m2.png
Scale bar: 50 µm.
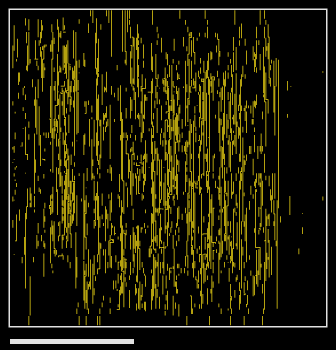
congestion_map.png
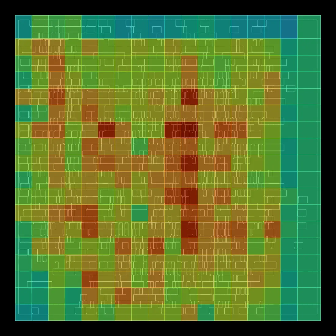
m3.png
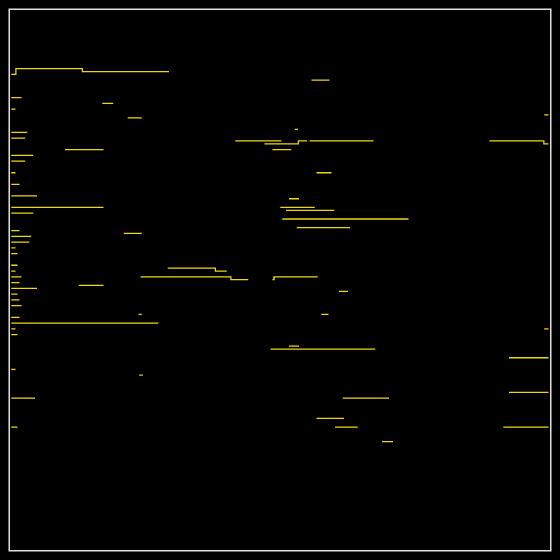
gates.png
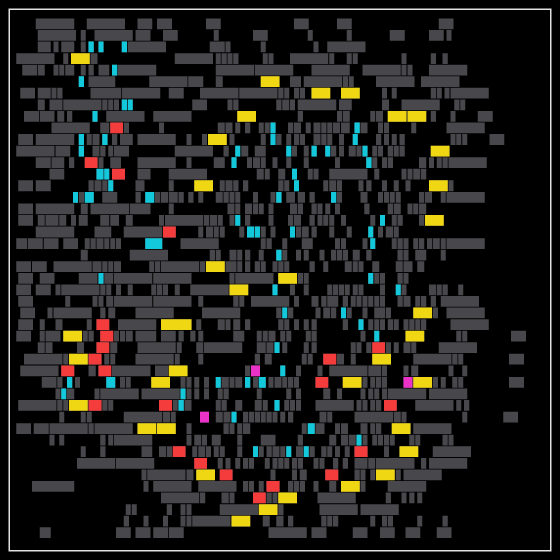
ff_map.png
Scale bar: 50 µm. Other sequential cells in the stronger gray, the rest of the logic in the fainter gray.
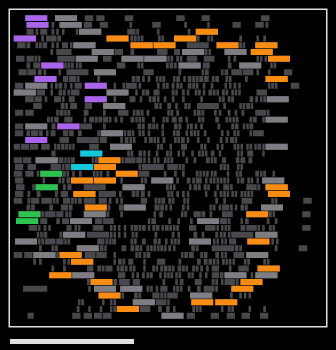
<file path="src/rtl/pulse_channel.sv">
// Pulse-wave voice: note-loaded phase accumulator, four-step duty compare and a
// tick-driven linear decay envelope, producing a registered sample for the mixer.
module pulse_channel #(
  parameter int unsigned PHASE_WIDTH = 32,
  parameter int unsigned OUT_WIDTH   = 9,
  parameter int unsigned DECAY_WIDTH = 4
) (
  input  logic                   i_clk,
  input  logic                   i_rst_n,
  input  logic                   i_tick_stb,
  input  logic                   i_note_stb,
  input  logic [PHASE_WIDTH-1:0] i_phase_delta,
  input  logic [1:0]             i_duty,
  input  logic [OUT_WIDTH-1:0]   i_volume,
  input  logic [DECAY_WIDTH-1:0] i_decay_period,
  input  logic                   i_enable,
  output logic [OUT_WIDTH-1:0]   o_output,
  output logic                   o_frame_pulse,
  output logic                   o_active
);

  localparam logic [DECAY_WIDTH-1:0] DecayOne = DECAY_WIDTH'(1);
  localparam logic [OUT_WIDTH-1:0]   EnvOne   = OUT_WIDTH'(1);

  logic [PHASE_WIDTH-1:0] phase_q, phase_d;
  logic [PHASE_WIDTH-1:0] delta_q, delta_d;
  logic [1:0]             duty_q, duty_d;
  logic [DECAY_WIDTH-1:0] period_q, period_d;
  logic [OUT_WIDTH-1:0]   envelope_q, envelope_d;
  logic [DECAY_WIDTH-1:0] decay_cnt_q, decay_cnt_d;
  logic [OUT_WIDTH-1:0]   output_q, output_d;
  logic                   frame_q, frame_d;
  logic                   active_q, active_d;

  logic [2:0] p;
  logic       high;
  logic       decay_en;

  always_comb begin
    phase_d     = phase_q;
    delta_d     = delta_q;
    duty_d      = duty_q;
    period_d    = period_q;
    envelope_d  = envelope_q;
    decay_cnt_d = decay_cnt_q;
    decay_en    = i_tick_stb && (period_q != '0) && (envelope_q != '0);

    if (i_note_stb) begin
      // A note load overrides any tick arriving in the same cycle.
      phase_d     = '0;
      delta_d     = i_phase_delta;
      duty_d      = i_duty;
      period_d    = i_decay_period;
      envelope_d  = i_volume;
      decay_cnt_d = '0;
    end else begin
      if (i_enable) begin
        phase_d = phase_q + delta_q;
      end
      if (decay_en) begin
        if (decay_cnt_q == period_q - DecayOne) begin
          decay_cnt_d = '0;
          envelope_d  = envelope_q - EnvOne;
        end else begin
          decay_cnt_d = decay_cnt_q + DecayOne;
        end
      end
    end
  end

  always_comb begin
    p    = phase_q[PHASE_WIDTH-1 -: 3];
    high = 1'b0;
    unique case (duty_q)
      2'd0: high = (p == 3'd0);
      2'd1: high = (p[2:1] == 2'd0);
      2'd2: high = ~p[2];
      2'd3: high = (p[2:1] != 2'd3);
    endcase
    output_d = (i_enable && high) ? envelope_q : '0;
    frame_d  = i_enable & phase_q[PHASE_WIDTH-1];
    active_d = (envelope_q != '0);
  end

  always_ff @(posedge i_clk or negedge i_rst_n) begin
    if (!i_rst_n) begin
      phase_q     <= '0;
      delta_q     <= '0;
      duty_q      <= '0;
      period_q    <= '0;
      envelope_q  <= '0;
      decay_cnt_q <= '0;
      output_q    <= '0;
      frame_q     <= 1'b0;
      active_q    <= 1'b0;
    end else begin
      phase_q     <= phase_d;
      delta_q     <= delta_d;
      duty_q      <= duty_d;
      period_q    <= period_d;
      envelope_q  <= envelope_d;
      decay_cnt_q <= decay_cnt_d;
      output_q    <= output_d;
      frame_q     <= frame_d;
      active_q    <= active_d;
    end
  end

  assign o_output      = output_q;
  assign o_frame_pulse = frame_q;
  assign o_active      = active_q;

endmodule

</file>
<file path="config.mk">
export PLATFORM = sky130hd
export DESIGN_NAME = pulse_channel
export DESIGN_NICKNAME = d
export VERILOG_FILES = /design/src/rtl/pulse_channel.sv
export SDC_FILE = /design/constraint.sdc
export NUM_CORES = 1
export LEC_CHECK = 0
export ABC_AREA = 1
export CAP_MARGIN = 20
export CORE_UTILIZATION = 40
export CTS_CLUSTER_DIAMETER = 30
export DETAILED_ROUTE_END_ITERATION = 8
export GPL_TIMING_DRIVEN = 0
export MAX_ROUTING_LAYER = met4
export PLACE_DENSITY = 0.63
export SYNTH_ARGS = -nofsm -noshare
export SYNTH_HDL_FRONTEND = slang
export SYNTH_SLANG_ARGS = --single-unit
export TNS_END_PERCENT = 20
</file>
<file path="constraint.sdc">
create_clock -name i_clk -period 4.5 [get_ports i_clk]
set_input_delay 0.9 -clock i_clk [delete_from_list [all_inputs] [get_ports i_clk]]
set_output_delay 0.9 -clock i_clk [all_outputs]
set_load 0.03 [all_outputs]
</file>
==> flow_metrics.rpt <==
IMPLEMENTATION SUMMARY REPORT
----------------------------------------------------
[Critical path]
  Worst R2R Start ........................ delta_q[0]$_DFFE_PN0P_
  Worst flop-to-flop path endpoint ........................ phase_q[28]$_DFFE_PN0P_
  Cell chain of the critical path ........................ clkdlybuf4s50_1
  Critical Path Start Type ........................ flip-flop
  Maximum single-stage delay on the critical path ........................ 670 ps
  FF-to-FF path depth ........................ 13

[Flow run]
  OpenROAD warning count ........................ 27
  Number of violations of the max-capacitance limit ........................ 0

[Clocking]
  Insertion delay to the later sink of the worst-skew pair ........................ 350 ps
  Hold-fix buffer count after cts ........................ 0
  H-tree Lvls ........................ 3
  Post-CTS Resized ........................ 0
  Sinks on the clock net ........................ 94

[Status]
  Result of the run ........................ completed

[Min path]
  Path class of the lowest-slack min-delay path ........................ reg -> reg
  Number of instances on the worst hold path ........................ 2

[Place]
  Routability cong. ........................ 0.902
  Area post-placement ........................ 7120 µm²
  DP Cell Count ........................ 1172
  Half-perimeter wire length after placement ........................ 11700 µm

[Cells and area]
  Top Layout Cells ........................ nand2_1, inv_1, dfrtp_1
  Layout overhead on the synthesized area ........................ 18.6%
  Ratio of cells with drive above 1 in the final layout ........................ 0.0600

[Routing]
  1st-pass router iterations ........................ 5
  Number of DRC violations after detailed-routing iteration 0 ........................ 276
  Antenna viol nets, final ........................ 0

[Global routing]
  Maximum number of pins on one net before global-route repair ........................ 55
  Via count of the first global-routing pass ........................ 5357

[Floorplan]
  Horizontal extent of the die ........................ 127 µm

[Logic synthesis]
  Number of instances in the synthesized netlist ........................ 922
  Number of different library cells in the post-synthesis netlist ........................ 38
  Synthesized cell area ........................ 6250 µm²
  Synthesized registers ........................ 94
  Number of warnings printed during yosys synthesis ........................ 0
  Asr flop ratio synth ........................ 1.00

[Timing]
  Slew of the pin with the lowest slew margin ........................ 560 ps
  Maximum clock skew at final layout ........................ 4.46 ps

----------------------------------------------------
## Picture notes: m2.png
main direction	vertical
longest straight run	59.5 µm
nets with wire on the layer	792
wire length on this layer	6800 µm
share of all routed wire	45%
detailed-route via count: 5584
DRT Wirelength: 15100 µm
GR met2 Demand/Resource: 0.330

## Picture notes: congestion_map.png
met1 demand-to-capacity share in global routing: 0.276
wire length per cell: 12.7 µm
Global Route met3 Usage: 0.0276

## Picture notes: m3.png
share of all routed wire	2.9%
nets with wire on the layer	56

## Picture notes: gates.png
family	color	cells
xor and xnor cells	red	23
nor cells	cyan	66
fa/ha/maj cells	yellow	36
and/or cells	magenta	3
Post-Layout Cell Count: 1188
combinational share of cell area: 0.446

## Picture notes: ff_map.png
signal	color	sequential cells
period_q	green	4
envelope_q	purple	9
delta_q	orange	32
duty_q	cyan	2
not colored	47
flop share of the area: 0.317
Final Util: 0.488
sequential cell area in the final layout: 2350 µm²
sequential power: 1.14 mW

-- layer usage --
layer / part of all wire / global-route usage / routed length [µm]
met4: 0.016 / 0.0658 / 244
met5: 0 / - / 0
met3: 0.029 / 0.0276 / 444
met1: 0.50 / 0.276 / 7570
met2: 0.45 / 0.330 / 6800
-- worst max-delay path by stage --
stage                                start                      end  slack (ps)  cells past startpoint
floorplan                       i_note_stb   phase_q[5]$_DFFE_PN0P_        2670                      6
global placement                   i_rst_n  delta_q[22]$_DFFE_PN0P_       -1110                      1
detailed placement                i_enable   phase_q[6]$_DFFE_PN0P_        1980                      6
CTS                     o_active$_DFF_PN0_                 o_active        2230                      1
global route        delta_q[0]$_DFFE_PN0P_  phase_q[28]$_DFFE_PN0P_        2140                     13
finish               o_output[7]$_DFF_PN0_              o_output[7]        2240                      1
-- power by group --
group / total (mW) / internal [mW] / leakage (nW) / switching, mW
Combinational: 1.50 / 0.566 / 2.78 / 0.930
Sequential: 1.14 / 1.02 / 1.19 / 0.116
Clock: 0.755 / 0.409 / 0.138 / 0.346
-- stage by stage --
stage                util  setup TNS [ps]
floorplan               -               0
global placement    0.467         -103210
detailed placement  0.469               0
CTS                 0.488               0
global route        0.488               0
finish              0.488               0
-- flip-flops by register name, summed over array words and instances (netlist names) --
signal	flops
decay_cnt_q	4
delta_q	32
duty_q	2
envelope_q	9
o_active	1
o_frame_pulse	1
o_output	9
period_q	4
phase_q	32
-- cell type report --
class,count,area [µm²]
Fill cell,1527,7780
Clock buffer,11,253
Clock inverter,5,41.3
Buffer,16,88.8
Tap cell,188,235
Timing Repair Buffer,62,636
Multi-Input combinational cell,677,3300
Sequential cell,94,2350
Inverter,135,507
-- cells by family after synthesis --
kind of cell             count (synthesis)  share of synthesized area
AND-OR/OR-AND                           70                     0.0650
adder cells (fa/ha/maj)                 36                     0.0732
XOR/XNOR                                23                     0.0322
buffers and inverters                  151                     0.0953
AND/OR/NAND/NOR                        546                      0.355
multiplexers                             2                    0.00320
flip-flops                              94                      0.376
-- Yosys cell counts (2+ instances only) --
library cell,number,share of area
a21oi_1,26,0.021
buf_2,6,0.0048
clkbuf_1,7,0.0042
dfrtp_1,94,0.38
ha_1,35,0.070
inv_1,128,0.077
inv_2,7,0.0042
mux2i_1,2,0.0032
nand2_1,406,0.24
nand2_2,9,0.0090
nand3_1,50,0.040
nand3b_1,5,0.0060
nand4_1,4,0.0040
nor2_1,58,0.035
nor2_2,3,0.0030
nor3_1,4,0.0032
o21ai_0,21,0.017
o21ai_1,6,0.0048
o21ai_2,8,0.011
o21bai_1,3,0.0036
o22ai_1,2,0.0020
xnor2_1,15,0.021
xor2_1,8,0.011
Power and IR drop assume default switching activity.
